[config.mk]
export PLATFORM = sky130hd
export DESIGN_NAME = fetch_sequencer
export DESIGN_NICKNAME = d
export VERILOG_FILES = /design/src/rtl/fetch_sequencer.sv
export SDC_FILE = /design/constraint.sdc
export NUM_CORES = 1
export LEC_CHECK = 0
export ABC_AREA = 1
export CORE_MARGIN = 4
export CORE_UTILIZATION = 53
export DETAILED_ROUTE_END_ITERATION = 16
export PLACE_DENSITY = 0.81
export SKIP_CTS_REPAIR_TIMING = 1
export SLEW_MARGIN = 15
export SYNTH_ARGS = -nofsm -noshare
export SYNTH_HDL_FRONTEND = slang
export SYNTH_SLANG_ARGS = --single-unit
[constraint.sdc]
create_clock -name clk -period 2.76 [get_ports clk]
set_clock_uncertainty 0.15 [all_clocks]
set_input_delay 0.552 -clock clk [delete_from_list [all_inputs] [get_ports clk]]
set_output_delay 0.552 -clock clk [all_outputs]
set_load 0.02 [all_outputs]
[src/rtl/fetch_sequencer.sv]
// Two-word instruction fetch controller: fetches {opcode, operand} over req/ack and issues via valid/ready.
// Optional halt-on-opcode support is enabled by defining FETCH_HALT_EN.
module fetch_sequencer #(
    parameter int                    DATA_WIDTH  = 16,
    parameter logic [DATA_WIDTH-1:0] RESET_ADDR  = '0,
    parameter logic [DATA_WIDTH-1:0] HALT_OPCODE = '1
) (
    input  logic                  clk,
    input  logic                  reset,
    output logic                  mem_req,
    output logic [DATA_WIDTH-1:0] mem_addr,
    input  logic                  mem_ack,
    input  logic [DATA_WIDTH-1:0] mem_rdata,
    output logic                  ins_valid,
    input  logic                  ins_ready,
    output logic [DATA_WIDTH-1:0] ins_opcode,
    output logic [DATA_WIDTH-1:0] ins_operand,
    output logic [DATA_WIDTH-1:0] ins_pc,
    input  logic                  redirect_valid,
    input  logic [DATA_WIDTH-1:0] redirect_addr,
    output logic                  halted
);
    localparam int DW = DATA_WIDTH;

    typedef enum logic [1:0] {ST_OP, ST_ARG, ST_ISSUE, ST_HALT} state_t;

    state_t          state_reg, state_next;
    logic [DW-1:0]   fetch_pc_reg, fetch_pc_next;
    logic            mem_req_reg, mem_req_next;
    logic [DW-1:0]   mem_addr_reg, mem_addr_next;
    logic            ins_valid_reg, ins_valid_next;
    logic [DW-1:0]   ins_opcode_reg, ins_opcode_next;
    logic [DW-1:0]   ins_operand_reg, ins_operand_next;
    logic [DW-1:0]   ins_pc_reg, ins_pc_next;
    logic            halted_reg, halted_next;
    logic [DW-1:0]   opcode_reg, opcode_next;
    logic            pending_reg, pending_next;
    logic [DW-1:0]   pending_addr_reg, pending_addr_next;

    logic            halt_en;
    logic            halt_hit;
    logic            restart;
    logic [DW-1:0]   restart_addr;

`ifdef FETCH_HALT_EN
    assign halt_en = 1'b1;
`else
    assign halt_en = 1'b0;
`endif
    assign halt_hit = halt_en && (mem_rdata == HALT_OPCODE);

    always_comb begin
        state_next        = state_reg;
        fetch_pc_next     = fetch_pc_reg;
        mem_req_next      = mem_req_reg;
        mem_addr_next     = mem_addr_reg;
        ins_valid_next    = ins_valid_reg;
        ins_opcode_next   = ins_opcode_reg;
        ins_operand_next  = ins_operand_reg;
        ins_pc_next       = ins_pc_reg;
        halted_next       = halted_reg;
        opcode_next       = opcode_reg;
        pending_next      = pending_reg;
        pending_addr_next = pending_addr_reg;
        restart           = 1'b0;
        restart_addr      = fetch_pc_reg;

        case (state_reg)
            ST_OP, ST_ARG: begin
                if (!mem_req_reg) begin
                    // Only reachable in the first cycle after reset: start the first request.
                    restart      = 1'b1;
                    restart_addr = redirect_valid ? redirect_addr : fetch_pc_reg;
                end else if (mem_ack) begin
                    if (redirect_valid || pending_reg) begin
                        restart      = 1'b1;
                        restart_addr = redirect_valid ? redirect_addr : pending_addr_reg;
                        pending_next = 1'b0;
                    end else if (state_reg == ST_OP) begin
                        if (halt_hit) begin
                            state_next   = ST_HALT;
                            halted_next  = 1'b1;
                            mem_req_next = 1'b0;
                        end else begin
                            opcode_next   = mem_rdata;
                            state_next    = ST_ARG;
                            mem_addr_next = fetch_pc_reg + DW'(1);
                        end
                    end else begin
                        ins_opcode_next  = opcode_reg;
                        ins_operand_next = mem_rdata;
                        ins_pc_next      = fetch_pc_reg;
                        ins_valid_next   = 1'b1;
                        mem_req_next     = 1'b0;
                        state_next       = ST_ISSUE;
                    end
                end else if (redirect_valid) begin
                    // Outstanding request must complete first; remember the latest target.
                    pending_next      = 1'b1;
                    pending_addr_next = redirect_addr;
                end
            end
            ST_ISSUE: begin
                if (redirect_valid) begin
                    restart        = 1'b1;
                    restart_addr   = redirect_addr;
                    ins_valid_next = 1'b0;
                end else if (ins_ready) begin
                    restart        = 1'b1;
                    restart_addr   = fetch_pc_reg + DW'(2);
                    ins_valid_next = 1'b0;
                end
            end
            ST_HALT: begin
                if (redirect_valid) begin
                    restart      = 1'b1;
                    restart_addr = redirect_addr;
                    halted_next  = 1'b0;
                end
            end
            default: state_next = ST_OP;
        endcase

        if (restart) begin
            state_next    = ST_OP;
            fetch_pc_next = restart_addr;
            mem_addr_next = restart_addr;
            mem_req_next  = 1'b1;
        end
    end

    always_ff @(posedge clk) begin
        if (reset) begin
            state_reg        <= ST_OP;
            fetch_pc_reg     <= RESET_ADDR;
            mem_req_reg      <= 1'b0;
            mem_addr_reg     <= '0;
            ins_valid_reg    <= 1'b0;
            ins_opcode_reg   <= '0;
            ins_operand_reg  <= '0;
            ins_pc_reg       <= '0;
            halted_reg       <= 1'b0;
            opcode_reg       <= '0;
            pending_reg      <= 1'b0;
            pending_addr_reg <= '0;
        end else begin
            state_reg        <= state_next;
            fetch_pc_reg     <= fetch_pc_next;
            mem_req_reg      <= mem_req_next;
            mem_addr_reg     <= mem_addr_next;
            ins_valid_reg    <= ins_valid_next;
            ins_opcode_reg   <= ins_opcode_next;
            ins_operand_reg  <= ins_operand_next;
            ins_pc_reg       <= ins_pc_next;
            halted_reg       <= halted_next;
            opcode_reg       <= opcode_next;
            pending_reg      <= pending_next;
            pending_addr_reg <= pending_addr_next;
        end
    end

    assign mem_req     = mem_req_reg;
    assign mem_addr    = mem_addr_reg;
    assign ins_valid   = ins_valid_reg;
    assign ins_opcode  = ins_opcode_reg;
    assign ins_operand = ins_operand_reg;
    assign ins_pc      = ins_pc_reg;
    assign halted      = halted_reg;

endmodule

==> impl_metrics.env <==
# flow metrics
export IMPL_outcome="finished clean"
export IMPL_crit_path_frequent_cell="inv_1"
export IMPL_grt_busiest_layer="met2"
export IMPL_seq_share_pct=31.6
export IMPL_slew_violations=0
export IMPL_clockPowerShare_pct=45.9
export IMPL_crit_chain="inv_1, ha_1, nor2_4, nand2_4, o21ai_4, nand2_2, inv_1, a31oi_1, a21oi_1"
export IMPL_internal_power_mw=3.58
export IMPL_synthTopCellsByArea="dfxtp_1 (41%), nand2_1 (12%), o21ai_0 (8.8%)"
export IMPL_layout_area_comb_um2=2840
export IMPL_overflow=0
export IMPL_clk_pin_slew_ps=50
export IMPL_fp_coreArea_um2=10400
export IMPL_htreeDepth=4
export IMPL_wl_met2_mm=9.02
export IMPL_ys_seq_share_pct=41.2
export IMPL_setup_ws_ps=249
export IMPL_fp_nets=863
export IMPL_period_needed_ps=2510
export IMPL_yosysTopAreaCellShare_pct=41.2
export IMPL_syn_to_final_growth_pct=30.3
export IMPL_comb_area_share_pct=38.3
export IMPL_route_detailed_drc=0
export IMPL_p_sw_mw=1.34
export IMPL_crit_path_top_delay_cell="dfxtp_1"
export IMPL_pre_cts_ws_ps=146
export IMPL_ir_drop_uv=462
export IMPL_clk_power_mw=2.26
export IMPL_clockNetworkAreaShare_pct=8.09
export IMPL_finalSetupTns_ps=0
export IMPL_synth_avg_cell_area_um2=6.93
export IMPL_hold_violations=0
export IMPL_antenna_found_initial=0
export IMPL_fmax_mhz=398
export IMPL_nMultiInputCombCells=592
export IMPL_path_depth=9
export IMPL_wl_mm=18.4
export IMPL_grtUsageTotal_pct=29.8
export IMPL_cp_data_arrival_time_ps=2820
export IMPL_signal_buffers=121
export IMPL_p_comb_share_pct=15.7
export IMPL_grt_use_met2_pct=50.9
export IMPL_whs_ps=318
export IMPL_holdPathStages=2
export IMPL_synth_cell_area_um2=5690
export IMPL_synth_cell_type_count=39
export IMPL_portBuffers=102
export IMPL_cpPeakStageDelay_ps=370
export IMPL_yosys_cells=820
export IMPL_postRouteAntennaNets=0
export IMPL_ys_flop_type="dfxtp_1"
export IMPL_cp_start_kind="register"
export IMPL_synthCells=820
export IMPL_pwr_share_seq_pct=38.4
export IMPL_dp_cells=1031
export IMPL_vias_per_cell=5.76
export IMPL_r2r_cells=9
export IMPL_rows=37
export IMPL_cts_tree="built"
export IMPL_cts_buffer_depth=2
export IMPL_cts_made_buffers=17
export IMPL_dr_wl_met3_mm=1.45
export IMPL_wl_met1_mm=7.43
export IMPL_async_flop_share_pct=0
export IMPL_netSwitchingFraction_pct=27.2
export IMPL_stdcell_count=1063
export IMPL_final_cell_mix="nand2_1 (181), dfxtp_1 (117), clkdlybuf4s50_1 (102), o21ai_0 (100), nor2_1 (96)"
export IMPL_wl_per_cell_um=17.3
export IMPL_ys_chip_area_um2=5690
export IMPL_required_ps=3070
export IMPL_power_leader="the clock network"
export IMPL_dp_hpwl_mm=12.7
export IMPL_io_pins=104
export IMPL_clockRootBuffer="clkbuf_8"
export IMPL_inverters_excl_clock=65
export IMPL_p_leak_nw=3.10
export IMPL_grt_pass1_wl_mm=30.2
export IMPL_area_share_nonclk_buffers_pct=16.4
export IMPL_hp_class="reg2reg"
export IMPL_taps=136
export IMPL_yosys_warnings=0
export IMPL_die_area_um2=12400
export IMPL_path_class="reg2reg"
export IMPL_netlist_top_cell_by_area="dfxtp_1"
export IMPL_fin_nets=957
export IMPL_top_cell="nand2_1"
export IMPL_path_buffers=2
export IMPL_vias=6125
export IMPL_tool_warnings=29
export IMPL_crit_family="simple AND/OR/NAND/NOR gates"
export IMPL_drtPass1Iterations=5
export IMPL_layout_cells_most_common="nand2_1"
export IMPL_grt_max_degree=61
export IMPL_rsz0062_at_grt="false"
export IMPL_register_area_um2=2340
export IMPL_use_met3_pct=6.79
export IMPL_worstPathMaxFanout=16
export IMPL_nFillCells=849
export IMPL_drive_gt1_share_pct=7.44
export IMPL_edf_count=0
export IMPL_maxCapViolCount=0
export IMPL_die_w_um=112
export IMPL_finalSetupViolations=0
export IMPL_num_antenna_cells=0
export IMPL_grt_pass1_vias=6149
export IMPL_gp_congestion=0.955
export IMPL_die_y_um=112
export IMPL_seq_power_mw=1.89
export IMPL_synth_seq_cells=117
export IMPL_largestClassByArea="combinational gates"
export IMPL_initCoreUtil_pct=54.8
export IMPL_top_layer="met4"
export IMPL_cts_sinks=117
export IMPL_cp_end_kind="register"
export IMPL_synthTopCellsByCount="nand2_1 (181), dfxtp_1 (117), o21ai_0 (100)"
export IMPL_comb_power_mw=0.771
export IMPL_nClkBuffers=24
export IMPL_fin_crit_sh_pct=91.0
export IMPL_grt_use_met1_pct=36.1
export IMPL_p_per_area_nw_per_um2=663
export IMPL_drtIter0Drc=579
-- cells by family after synthesis --
logic type	Yosys count	synth area share [%]
mux	1	0.176
flops	117	41.2
compound gates	246	23.5
buf+inv	111	8.89
other cells	1	0.0660
xor+xnor	3	0.462
fa+ha+maj	6	1.32
simple gates	335	24.4
-- path summary, 6_finish.rpt --
path / from / to / slack (ps)
worst min register to register: opcode_reg[9] / opcode_reg[9] / 320
worst max register to register: state_reg[0] / mem_addr[11] / 250
worst min-delay path: opcode_reg[9] / opcode_reg[9] / 320
worst max-delay path: state_reg[0] / mem_addr[11] / 250
-- metrics by stage --
step	area, um^2	total power, mW	util [%]
floorplan	5690	2.36	-
global placement	6810	2.65	65.6
detailed placement	6810	2.67	65.6
CTS	7410	4.91	71.4
global route	7410	5.09	71.4
finish	7410	4.91	71.4
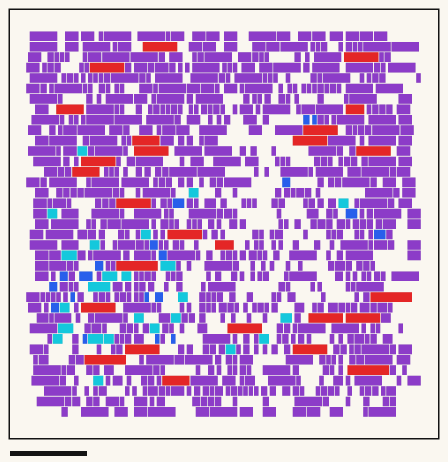
(cell sizes after repair)
Scale bar: 20 um.
[cyan] _3 and _4 cells | cells: 24 | most used: buf_4
[purple] _0 and _1 cells | cells: 858 | most used: nand2_1
[blue] _2 cells | cells: 19 | most used: inv_2
[red] _6 and larger | cells: 26 | most used: clkbuf_16

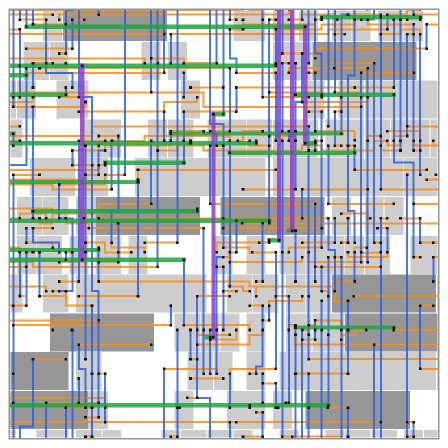
(close-up of the layout)
Region (69, 13) to (99, 43) um. Cells in gray, sequential cells in the stronger gray; small squares are vias.
[blue] metal 2
[purple] metal 4
[orange] metal 1
[green] metal 3
netlist names of flops here include: `fetch_pc_reg` (5), `pending_addr_reg` (5)
sequential cells in the window: 10
cells with their middle in the window: 85
most frequent: nand2_1 (22), a21oi_1 (10), dfxtp_1 (10)

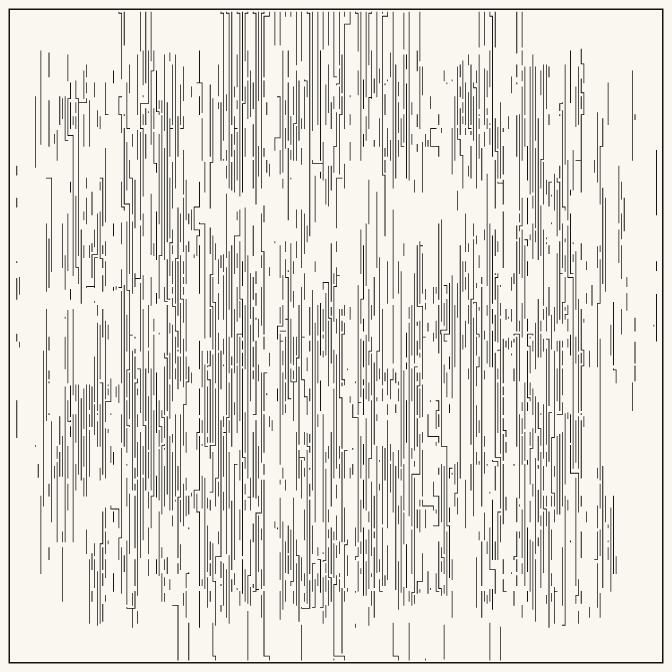
(met2 routing)
nets with wire on the layer: 810
longest straight run: 39.8 um
share of all routed wire: 49%

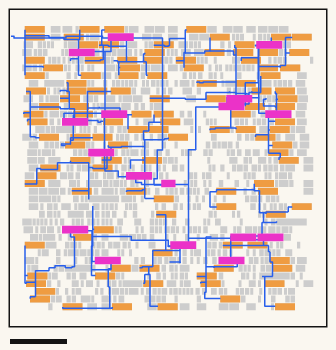
(clock distribution)
Scale bar: 20 um.
[blue] clock wires | length: 1530 um
[orange] flip-flops | count: 117
[magenta] clock drivers | count: 17
flops lie: widely spread
routed clock nets: 18

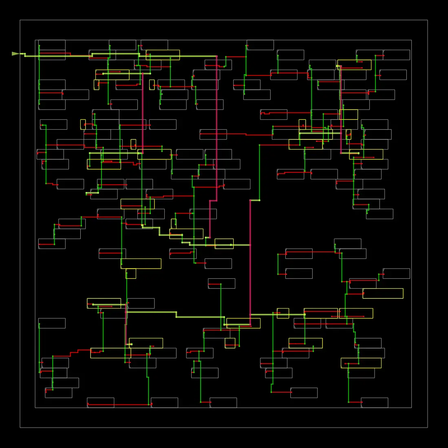
(the clock network)
flip-flop and latch count: 117
clk ins delay skew pair: 530 ps

Power and IR drop assume default switching activity.
